### config.mk
export PLATFORM = sky130hd
export DESIGN_NAME = pipeline_hazard_ctrl
export DESIGN_NICKNAME = d
export VERILOG_FILES = /design/src/rtl/cpu_pkg.sv /design/src/rtl/mul_stall_counter.sv /design/src/rtl/pipeline_hazard_ctrl.sv
export SDC_FILE = /design/constraint.sdc
export NUM_CORES = 1
export LEC_CHECK = 0
export CAP_MARGIN = 25
export CORE_MARGIN = 2
export CORE_UTILIZATION = 39
export CTS_CLUSTER_DIAMETER = 100
export DETAILED_ROUTE_END_ITERATION = 8
export PLACE_DENSITY = 0.77
export SLEW_MARGIN = 5
export SYNTH_ARGS = -nofsm -noshare
export SYNTH_HDL_FRONTEND = slang
export SYNTH_SLANG_ARGS = --single-unit
### constraint.sdc
create_clock -name clk -period 2.7 [get_ports clk]
set_input_delay 0.81 -clock clk [delete_from_list [all_inputs] [get_ports clk]]
set_output_delay 0.81 -clock clk [all_outputs]
set_load 0.02 [all_outputs]
### src/rtl/cpu_pkg.sv
// Shared definitions for the 5-stage core: forwarding-mux encodings and the
// default register-index width.
package cpu_pkg;

    localparam int unsigned DEF_REG_ADDR_W = 5;

    typedef logic [1:0] fwd_sel_t;

    localparam fwd_sel_t FWD_RF  = 2'b00;
    localparam fwd_sel_t FWD_WB  = 2'b01;
    localparam fwd_sel_t FWD_MEM = 2'b10;

endpackage

### src/rtl/mul_stall_counter.sv
// Counts the cycles a multiply has occupied EX and requests a stall until the
// last latency cycle; a branch flush or a non-multiply in EX clears the count.
module mul_stall_counter #(
    parameter int unsigned MUL_LAT = 3
) (
    input  logic                             clk,
    input  logic                             arst_n,
    input  logic                             run,
    input  logic                             is_mul,
    input  logic                             flush,
    output logic                             mul_stall,
    output logic [$clog2(MUL_LAT+1)-1:0]     cnt
);

    localparam int unsigned CW = $clog2(MUL_LAT + 1);
    localparam logic [CW-1:0] LAST = CW'(MUL_LAT - 1);

    logic [CW-1:0] cnt_q, cnt_d;

    // While stopped the count holds so a paused multiply resumes where it left off.
    always_comb begin
        cnt_d     = cnt_q;
        mul_stall = 1'b0;
        if (flush) begin
            cnt_d = '0;
        end else if (run) begin
            if (is_mul && (cnt_q != LAST)) begin
                mul_stall = 1'b1;
                cnt_d     = cnt_q + CW'(1);
            end else begin
                cnt_d = '0;
            end
        end
    end

    always_ff @(posedge clk or negedge arst_n) begin
        if (!arst_n) begin
            cnt_q <= '0;
        end else begin
            cnt_q <= cnt_d;
        end
    end

    assign cnt = cnt_q;

endmodule

### src/rtl/pipeline_hazard_ctrl.sv
// Hazard and pipeline-control unit: stage enables/flushes for load-use, RAW,
// multi-cycle multiply and MEM-resolved branches, plus ALU forwarding selects.
module pipeline_hazard_ctrl
    import cpu_pkg::*;
#(
    parameter int unsigned REG_ADDR_W = DEF_REG_ADDR_W,
    parameter int unsigned MUL_LAT    = 3,
    parameter int unsigned FWD_EN     = 1,
    parameter int unsigned CNT_W      = 32
) (
    input  logic                  clk,
    input  logic                  arst_n,
    input  logic                  enable,
    input  logic [REG_ADDR_W-1:0] rs1_id,
    input  logic [REG_ADDR_W-1:0] rs2_id,
    input  logic                  uses_rs1_id,
    input  logic                  uses_rs2_id,
    input  logic [REG_ADDR_W-1:0] rs1_ex,
    input  logic [REG_ADDR_W-1:0] rs2_ex,
    input  logic [REG_ADDR_W-1:0] rd_ex,
    input  logic                  reg_write_ex,
    input  logic                  mem_read_ex,
    input  logic                  is_mul_ex,
    input  logic [REG_ADDR_W-1:0] rd_mem,
    input  logic [REG_ADDR_W-1:0] rd_wb,
    input  logic                  reg_write_mem,
    input  logic                  reg_write_wb,
    input  logic                  take_branch_mem,
    output logic                  pc_en,
    output logic                  if_id_en,
    output logic                  id_ex_en,
    output logic                  ex_mem_en,
    output logic                  mem_wb_en,
    output logic                  if_id_flush,
    output logic                  id_ex_flush,
    output logic                  ex_mem_flush,
    output fwd_sel_t              forward_a,
    output fwd_sel_t              forward_b,
    output logic                  mul_busy,
    output logic [CNT_W-1:0]      stall_cycles
);

    localparam int unsigned MUL_CW = $clog2(MUL_LAT + 1);

    logic              run_q;
    logic [CNT_W-1:0]  stall_cycles_q, stall_cycles_d;
    logic              branch, mul_stall, haz, hz_stall, stall_any;
    logic              hit_ex, hit_mem, hit_wb;
    logic [MUL_CW-1:0] mul_cnt;

    function automatic logic hit(input logic [REG_ADDR_W-1:0] rd, input logic we,
                                 input logic [REG_ADDR_W-1:0] s1, input logic u1,
                                 input logic [REG_ADDR_W-1:0] s2, input logic u2);
        return we && (rd != '0) && ((u1 && (rd == s1)) || (u2 && (rd == s2)));
    endfunction

    function automatic fwd_sel_t fwd(input logic [REG_ADDR_W-1:0] rs,
                                     input logic [REG_ADDR_W-1:0] rdm, input logic wem,
                                     input logic [REG_ADDR_W-1:0] rdw, input logic wew);
        if (wem && (rdm != '0) && (rdm == rs)) return FWD_MEM;
        if (wew && (rdw != '0) && (rdw == rs)) return FWD_WB;
        return FWD_RF;
    endfunction

    assign hit_ex  = hit(rd_ex,  reg_write_ex,  rs1_id, uses_rs1_id, rs2_id, uses_rs2_id);
    assign hit_mem = hit(rd_mem, reg_write_mem, rs1_id, uses_rs1_id, rs2_id, uses_rs2_id);
    assign hit_wb  = hit(rd_wb,  reg_write_wb,  rs1_id, uses_rs1_id, rs2_id, uses_rs2_id);

    // Without forwarding the register file has no write-through, so WB producers stall too.
    assign haz      = (FWD_EN != 0) ? (mem_read_ex && hit_ex) : (hit_ex || hit_mem || hit_wb);
    assign hz_stall = run_q && haz;
    assign branch   = run_q && take_branch_mem;

    mul_stall_counter #(
        .MUL_LAT (MUL_LAT)
    ) u_mul_cnt (
        .clk       (clk),
        .arst_n    (arst_n),
        .run       (run_q),
        .is_mul    (is_mul_ex),
        .flush     (branch),
        .mul_stall (mul_stall),
        .cnt       (mul_cnt)
    );

    // Priority: branch flush, then multiply stall, then load-use/RAW bubble.
    always_comb begin
        pc_en        = run_q;
        if_id_en     = run_q;
        id_ex_en     = run_q;
        ex_mem_en    = run_q;
        mem_wb_en    = run_q;
        if_id_flush  = 1'b0;
        id_ex_flush  = 1'b0;
        ex_mem_flush = 1'b0;
        if (branch) begin
            if_id_flush  = 1'b1;
            id_ex_flush  = 1'b1;
            ex_mem_flush = 1'b1;
        end else if (mul_stall) begin
            pc_en        = 1'b0;
            if_id_en     = 1'b0;
            id_ex_en     = 1'b0;
            ex_mem_flush = 1'b1;
        end else if (hz_stall) begin
            pc_en       = 1'b0;
            if_id_en    = 1'b0;
            id_ex_flush = 1'b1;
        end
    end

    always_comb begin
        forward_a = FWD_RF;
        forward_b = FWD_RF;
        if (FWD_EN != 0) begin
            forward_a = fwd(rs1_ex, rd_mem, reg_write_mem, rd_wb, reg_write_wb);
            forward_b = fwd(rs2_ex, rd_mem, reg_write_mem, rd_wb, reg_write_wb);
        end
    end

    assign stall_any = (mul_stall || hz_stall) && !branch;

    always_comb begin
        stall_cycles_d = stall_cycles_q;
        if (stall_any && (stall_cycles_q != '1)) begin
            stall_cycles_d = stall_cycles_q + CNT_W'(1);
        end
    end

    always_ff @(posedge clk or negedge arst_n) begin
        if (!arst_n) begin
            run_q          <= 1'b0;
            stall_cycles_q <= '0;
        end else begin
            run_q          <= enable;
            stall_cycles_q <= stall_cycles_d;
        end
    end

    assign mul_busy     = mul_stall;
    assign stall_cycles = stall_cycles_q;

    mul_cnt_range: assert property (@(posedge clk) disable iff (!arst_n)
                                    mul_cnt <= MUL_CW'(MUL_LAT - 1));

endmodule

==> impl_metrics.ini, run 1 <==
; flow metrics
[final_timing]
fmax_ghz = 0.342
setup_viol = 7
max_slew_margin = 0.711
period_needed_ps = 2920
tightestPinTransition_ps = 434
hold_ws_ps = 493
setup_slack_ps = -221

[final_layout]
final_cells = 434
clock_area_frac = 0.0256
nNetsFinal = 409
flops = 35
diodes = 0

[min_path]
hold_depth = 1

[placement]
io_buffers = 90
dp_cells = 415
dp_hpwl_mm = 4.65

[synthesis]
ys_seq_elements = 35
synth.top_cell.area_share = 0.401
yosysCellCount = 220
top_area_cell = dfrtp_1
yosys_warnings = 0

[setup_path]
path_cells = buf_6 > or3_4 > o311a_1 > and2_4 > a21oi_2 > nor2b_1 > buf_4
r2r-end = stall_cycles[14]
endpoint = id_ex_flush

[clock_network]
clkTransAtPathRegs_ps = 70
htree_num_levels = 2

[flow_run]
max-cap-violations = 0

[global_route]
grt_max_degree = 36
first_global_vias = 2261

[run_status]
status = finished with violations
violations = setup timing
## run 1: logic make-up after synthesis
| family | after synthesis | share of synthesized area |
|---|---|---|
| simple gates | 94 | 0.248 |
| xor+xnor | 61 | 0.245 |
| flops | 35 | 0.401 |
| compound gates | 14 | 0.0596 |
| buf+inv | 12 | 0.0258 |
| mux | 2 | 0.00974 |
| fa+ha+maj | 2 | 0.0115 |
## run 1: through the flow
stage          worst slack [ps]  setup TNS, ps  cell area, sq um  power [mW]
2_1_floorplan              -122           -155              2280       0.791
3_3_place_gp              -1020         -16170              3510        1.02
3_5_place_dp              -1050         -16570              3510        1.03
4_1_cts                    -317          -1460              3740        1.46
5_1_grt                    -334          -1440              3900        1.56
6_report                   -221          -1110              3900        1.49
## run 1: layout by cell type (no fill, tap or decap), types with 6 or more instances in the layout
cell / Yosys / routed
xor2_1: 30 / 29
nand4_1: 13 / 13
nand2_1: 20 / 19
nor2_1: 17 / 16
buf_4: 3 / 45
nor3_1: 10 / 6
clkbuf_8: 0 / 7
clkbuf_2: 0 / 7
xnor2_1: 31 / 21
dlygate4sd2_1: 0 / 7
xnor2_2: 0 / 7
buf_6: 0 / 18
clkdlybuf4s50_1: 0 / 40
dfrtp_1: 35 / 35
buf_2: 0 / 6
inv_1: 9 / 9
## run 1: sequential cells by signal (all words and copies together), names as in the netlist
name and count:
u_mul_cnt.cnt 2, ex_mem_en 1, stall_cycles 32
## run 1: power by group
group | switching [mW] | total, mW | internal [mW] | leakage (nW)
registers | 0.0539 | 0.610 | 0.556 | 0.464
logic | 0.219 | 0.468 | 0.249 | 1.24
clock network | 0.184 | 0.416 | 0.233 | 0.0515
total | 0.456 | 1.49 | 1.04 | 1.76
run_1/m1.png
Scale bar: 20 um. Supply wires on this layer in gray.
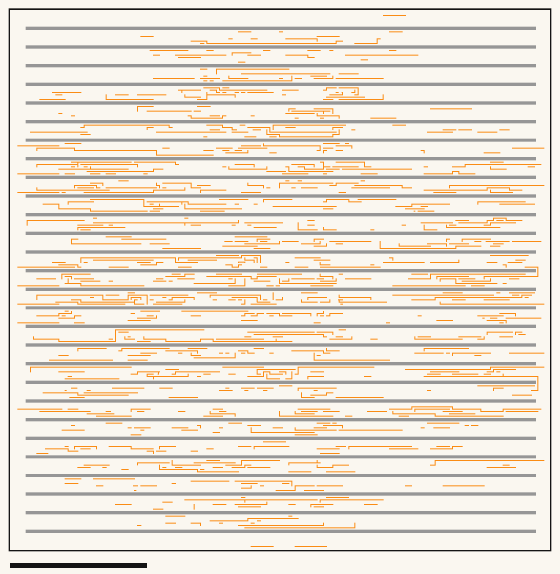
wire length on this layer: 2600 um
nets with wire on the layer: 361
DR vias: 2141
GRT met1 Usage: 0.250

run_1/clock_wires.png
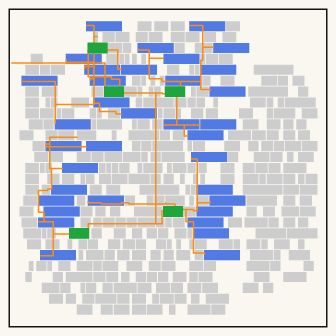
[green] clock-net drivers | count: 5
[orange] clock wires | length: 419 um
[blue] flip-flops | count: 35
routed clock nets: 6
Worst Skew: 2.79 ps
clock network fraction of total power: 0.279
Latency at later pin: 290 ps

run_1/m2.png
Scale bar: 20 um.
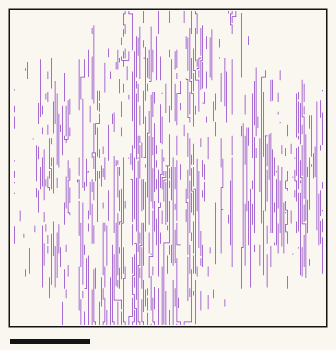
longest straight run: 36.4 um
main direction: vertical
share of all routed wire: 54%
final WL: 6.55 mm
met2 GRT Util: 0.402

run_1/congestion_map.png
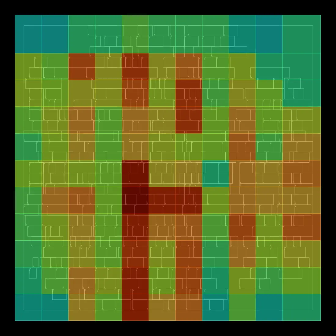
final core utilization: 0.713
met3 global-route usage: 0.0443
drt wl/cell: 15.1 um
GRT Util Overall: 0.213

--- run 2 (diff from run 1) ---
--- a/config.mk
+++ b/config.mk
@@ -8,8 +8,9 @@
 export CAP_MARGIN = 25
 export CORE_MARGIN = 2
-export CORE_UTILIZATION = 39
+export CORE_UTILIZATION = 55
 export CTS_CLUSTER_DIAMETER = 100
 export DETAILED_ROUTE_END_ITERATION = 8
-export PLACE_DENSITY = 0.77
+export DONT_BUFFER_PORTS = 1
+export PLACE_DENSITY = 0.73
 export SLEW_MARGIN = 5
 export SYNTH_ARGS = -nofsm -noshare
==> constraint.sdc (replaced) <==
create_clock -name clk -period 2.7 [get_ports clk]
set_input_delay 0.675 -clock clk [delete_from_list [all_inputs] [get_ports clk]]
set_output_delay 0.675 -clock clk [all_outputs]
set_load 0.02 [all_outputs]
==> run 2 against run 1 <==
Against the previous run:
- design area decreased by 37%
- synthesized area unchanged
- the run now ends clean
- core utilization decreased by 6.0 points
- routed wire length decreased by 32%
- maximum frequency increased by 14%
- largest cell class unchanged
- hold slack got worse by 410 ps
- sequential share of layout area increased by 13 points
- clock-buffer cell count decreased by 2
- first-iteration DRC count increased by 74%
- combinational power decreased by 66%
==> impl_metrics.ini, run 2 <==
; flow metrics
[final_layout]
nNetsFinal = 288
layout_top_cells_excl_fill_tap = dfrtp_1, xnor2_1, xor2_1
final_common_cell = dfrtp_1
largest_register_ffs = 32
diodes = 0
design_area_sq_mm = 0.00245

[global_route]
track_usage = 0.204
met1_usage = 0.257
first_global_vias = 1615
grt_max_degree = 36

[synthesis]
synthSimpleGateAreaFrac = 0.248
aoi_share = 0.0596
ys_sh_adder = 0.0115
yosys_warnings = 0
ys_sh_xor = 0.245
top_area_cell = dfrtp_1
ys_sh_mux = 0.00974
edf_count = 0
ys_seq_elements = 35
synth.top_cell.area_share = 0.401
yosysCellCount = 220

[final_timing]
period_needed_ps = 2570
maxSlewViolCount = 0
fin_setup_tns_ps = 0
max_slew_margin = 0.669
tightestPinTransition_ps = 496
hold_violations = 0
fmax_ghz = 0.389
setup_viol = 0

[run_status]
status = completed

[clock_network]
clkTransAtPathRegs_ps = 70
htree_num_levels = 2
ctsHoldBuffers = 0

[setup_path]
endpoint = pc_en
r2r-end = stall_cycles[22]
required_ps = 2030
critPathMaxStageDelay_ps = 370
path_cells = or3_1 > o311a_1 > and2_1 > a21boi_2 > buf_4

[placement]
dp_hpwl_mm = 3.62
post_dp_cell_area_sq_mm = 0.00236
io_buffers = 0

[floorplanning]
coreArea_sq_mm = 0.00374
io_pins = 91

[routing]
avgRoutedWirePerCell_um = 15.4
drt_iter0_markers = 92

[flow_run]
max-cap-violations = 0
-- run 2: cell counts after synthesis --
Identical to the previous run, type by type.
-- run 2: layout make-up --
| cell class | instances | area (sq um) | share of cell area |
|---|---|---|---|
| inverter | 9 | 33.8 | 0.0138 |
| multi-input combinational | 173 | 1270 | 0.519 |
| timing repair buffer | 16 | 120 | 0.0491 |
| clock inverter | 1 | 5.00 | 0.00205 |
| sequential | 35 | 876 | 0.358 |
| tap | 48 | 60.1 | 0.0246 |
| clock buffer | 6 | 82.6 | 0.0338 |
-- run 2: worst max-delay path: cells and delay by family --
family	cells	cell delay (ps)
buffers and inverters	1	160
AOI/OAI and AO/OA	2	500
and+or+nand+nor	2	570
-- run 2: through the flow --
| stage | utilization | power [mW] | cells | hold WS, ps | setup slack (ps) |
|---|---|---|---|---|---|
| after floorplan | - | 0.777 | 220 | 379 | 38.5 |
| after global placement | 0.630 | 0.811 | 281 | 380 | 175 |
| after detailed placement | 0.630 | 0.818 | 281 | 380 | 125 |
| after CTS | 0.653 | 1.20 | 288 | 70.8 | 119 |
| after global routing | 0.653 | 1.24 | 288 | 65.3 | 77.5 |
| final | 0.653 | 1.18 | 288 | 81.1 | 130 |
-- run 2: power breakdown --
group | internal [mW] | total (mW) | switching [mW]
sequential | 0.556 | 0.648 | 0.0921
combinational | 0.0794 | 0.161 | 0.0814
clock | 0.200 | 0.374 | 0.175
total | 0.835 | 1.18 | 0.348
-- run 2: how the worst min path moves through the flow --
stage	from	cells past startpoint	to
after CTS	arst_n	0	stall_cycles[12]
after floorplan	arst_n	0	ex_mem_en
after detailed placement	arst_n	0	stall_cycles[3]
final	arst_n	0	stall_cycles[23]
after global routing	arst_n	0	stall_cycles[14]
after global placement	arst_n	0	stall_cycles[3]
run_2/m2.png
Scale bar: 20 um.
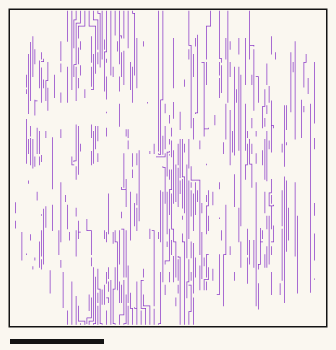
nets with wire on the layer: 247
share of all routed wire: 50%
wire length on this layer: 2210 um
main direction: vertical
final WL: 4.44 mm
met2 GRT Util: 0.334

run_2/m3.png
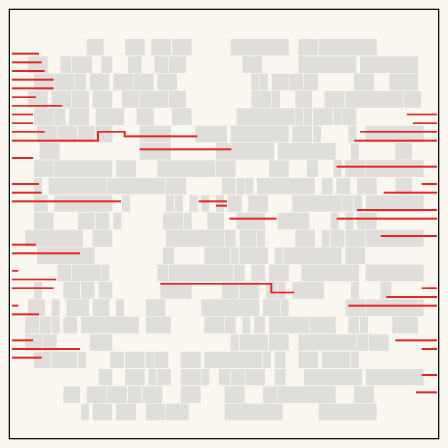
longest straight run: 17.2 um
share of all routed wire: 7.6%
nets with wire on the layer: 45
met3 global-route usage: 0.0760
DR vias: 1630

run_2/clock_wires.png
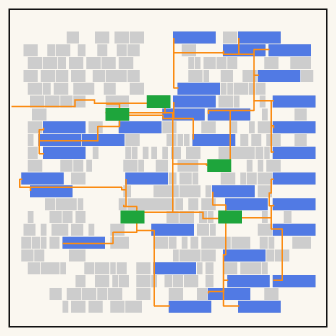
[green] clock-net drivers | count: 5
[orange] clock wires | length: 403 um
[blue] flip-flops | count: 35
routed clock nets: 6
P_clk: 0.374 mW
Worst Skew: 6.05 ps
Latency at later pin: 280 ps
clock network fraction of total power: 0.317

--- run 3 (diff from run 2) ---
Settings changed: ABC_AREA set to 1, CORE_UTILIZATION 55 to 45, PLACE_DENSITY 0.73 to not set, REMOVE_ABC_BUFFERS set to 1.
==> run 3 against run 2 <==
Against the previous run:
- first-iteration DRC count is 17% higher
- register-to-register slack improved by 160 ps
- synthesized area increased by 35%
- clock skew shrank 1.9 ps
- hold slack got worse by 12 ps
- critical endpoint is now id_ex_flush
==> impl_metrics.ini, run 3 <==
; flow metrics
[final_layout]
postLayoutCoreUtil = 0.489
largest_register_ffs = 32
layout_top_cells_excl_fill_tap = nand2_1, nor2_1, nand4_1, dfrtp_1, inv_1
final_common_cell = nand2_1
final_cells = 547
design_area_sq_mm = 0.00311
diodes = 0

[final_timing]
hold_ws_ps = 68.9
max_slew_margin = 0.557
fmax_ghz = 0.400
hold_violations = 0
tightestPinTransition_ps = 657
maxSlewViolCount = 0
period_needed_ps = 2500
setup_viol = 0

[flow_run]
max-cap-violations = 0

[pwr]
pg_clk_mw = 0.379
seq_power_mw = 0.611
combinationalPower_mw = 0.196
p_int_mw = 0.802
p_sw_frac = 0.324
p_seq_frac = 0.516
p_total_mw = 1.19

[floorplanning]
coreArea_sq_mm = 0.00635

[routing]
avgRoutedWirePerCell_um = 13.4

[setup_path]
required_ps = 2030

[global_route]
first_global_vias = 2788

[run_status]
status = completed

[synthesis]
edf_count = 0
ys_sh_mux = 0
yosys_warnings = 0
ys_seq_elements = 35
synthSimpleGateAreaFrac = 0.500

[placement]
io_buffers = 0
dp_cells = 539
dp_hpwl_mm = 5.68
post_dp_cell_area_sq_mm = 0.00302

[clock_network]
ctsHoldBuffers = 0
clkTransAtPathRegs_ps = 80
htree_num_levels = 2
run 3: cell types whose count changed in the layout (fill, tap and decap cells not counted), sizes merged, moves of 4 or more:
cell,previous run,this run
nand2,20,196
nor2,17,72
inv,9,36
nand4,15,36
xnor2,31,15
nand3b,1,14
xor2,30,20
nor3,10,3
buf,16,10
nand3,8,12
o21ai,2,6
or4,4,0
run 3: repair_timing:
action / 4_1_cts / 5_1_grt
resized: 0 / 2
endpoints found under the hold margin: 0 / 0
setup endpoints to repair: 0 / 3
run 3: path summary, 6_finish.rpt:
kind | end | slack [ps] | cells past startpoint
max | id_ex_flush | 200 | 7
min in group clk | ex_mem_en | 410 | 0
max reg2reg | stall_cycles[13] | 470 | 9
max in group asynchronous | stall_cycles[20] | 2530 | 0
min | stall_cycles[2] | 70 | 0
min reg2reg | u_mul_cnt.cnt[1] | 500 | 2
run 3: final cells by class:
| cell class | count | area, sq um | area share |
|---|---|---|---|
| Multi-Input combinational cell | 381 | 1840 | 0.592 |
| Sequential cell | 35 | 876 | 0.282 |
| Inverter | 36 | 135 | 0.0435 |
| Tap cell | 77 | 96.3 | 0.0310 |
| Timing Repair Buffer | 10 | 75.1 | 0.0242 |
| Clock buffer | 5 | 68.8 | 0.0222 |
| Clock inverter | 3 | 15.0 | 0.00483 |
run 3: cells by family (layout without fill, tap and decap cells):
logic type	count (synthesis)	after routing
adders and majority gates	2	2
xor gates and xnor gates	35	35
buffers and inverters	50	54
and+or+nand+nor	337	337
AOI/OAI and AO/OA	7	7
DFF	35	35
run 3: critical path, cell delays in order (launching register included):
cell and delay, ps:
dfrtp_1 550, inv_2 180, nor2_1 60, nand2_1 80, inv_1 120, nor2_1 170, a21boi_0 190, buf_4 160
run_3/m1.png
Scale bar: 20 um. Supply wires on this layer in gray.
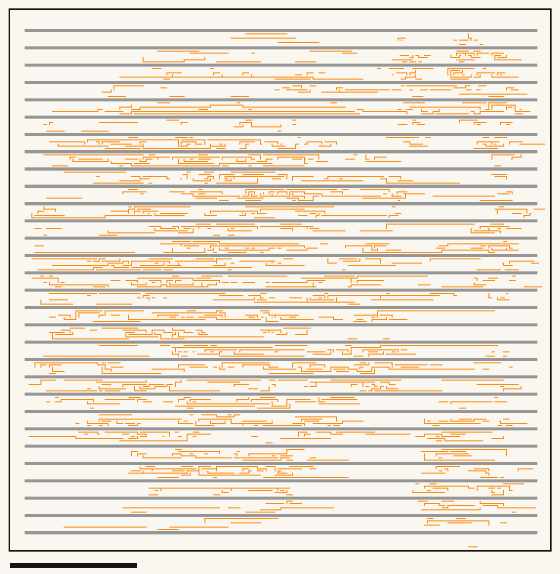
share of all routed wire: 46%
nets with wire on the layer: 476
main direction: horizontal
wire length on this layer: 3360 um
longest straight run: 35.4 um
DR vias: 2882
GRT met1 Usage: 0.281

run_3/m2.png
Scale bar: 20 um.
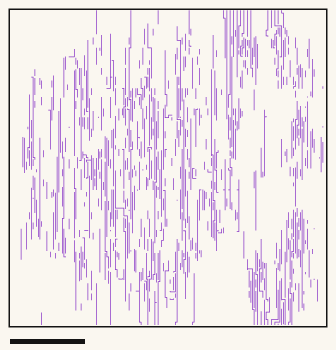
share of all routed wire: 47%
nets with wire on the layer: 395
main direction: vertical
longest straight run: 32.3 um
wire length on this layer: 3460 um
final WL: 7.32 mm
met2 GRT Util: 0.370

run_3/m3.png
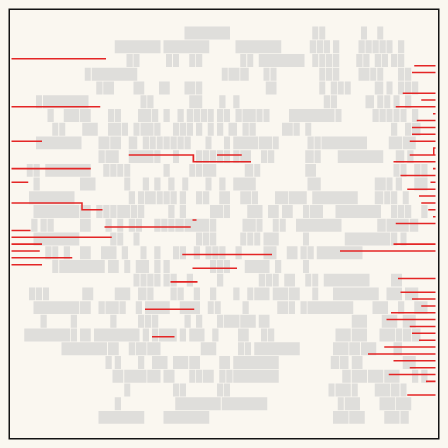
longest straight run: 19.6 um
share of all routed wire: 5.9%
met3 global-route usage: 0.0506

Power is estimated from default activity; no workload was simulated.
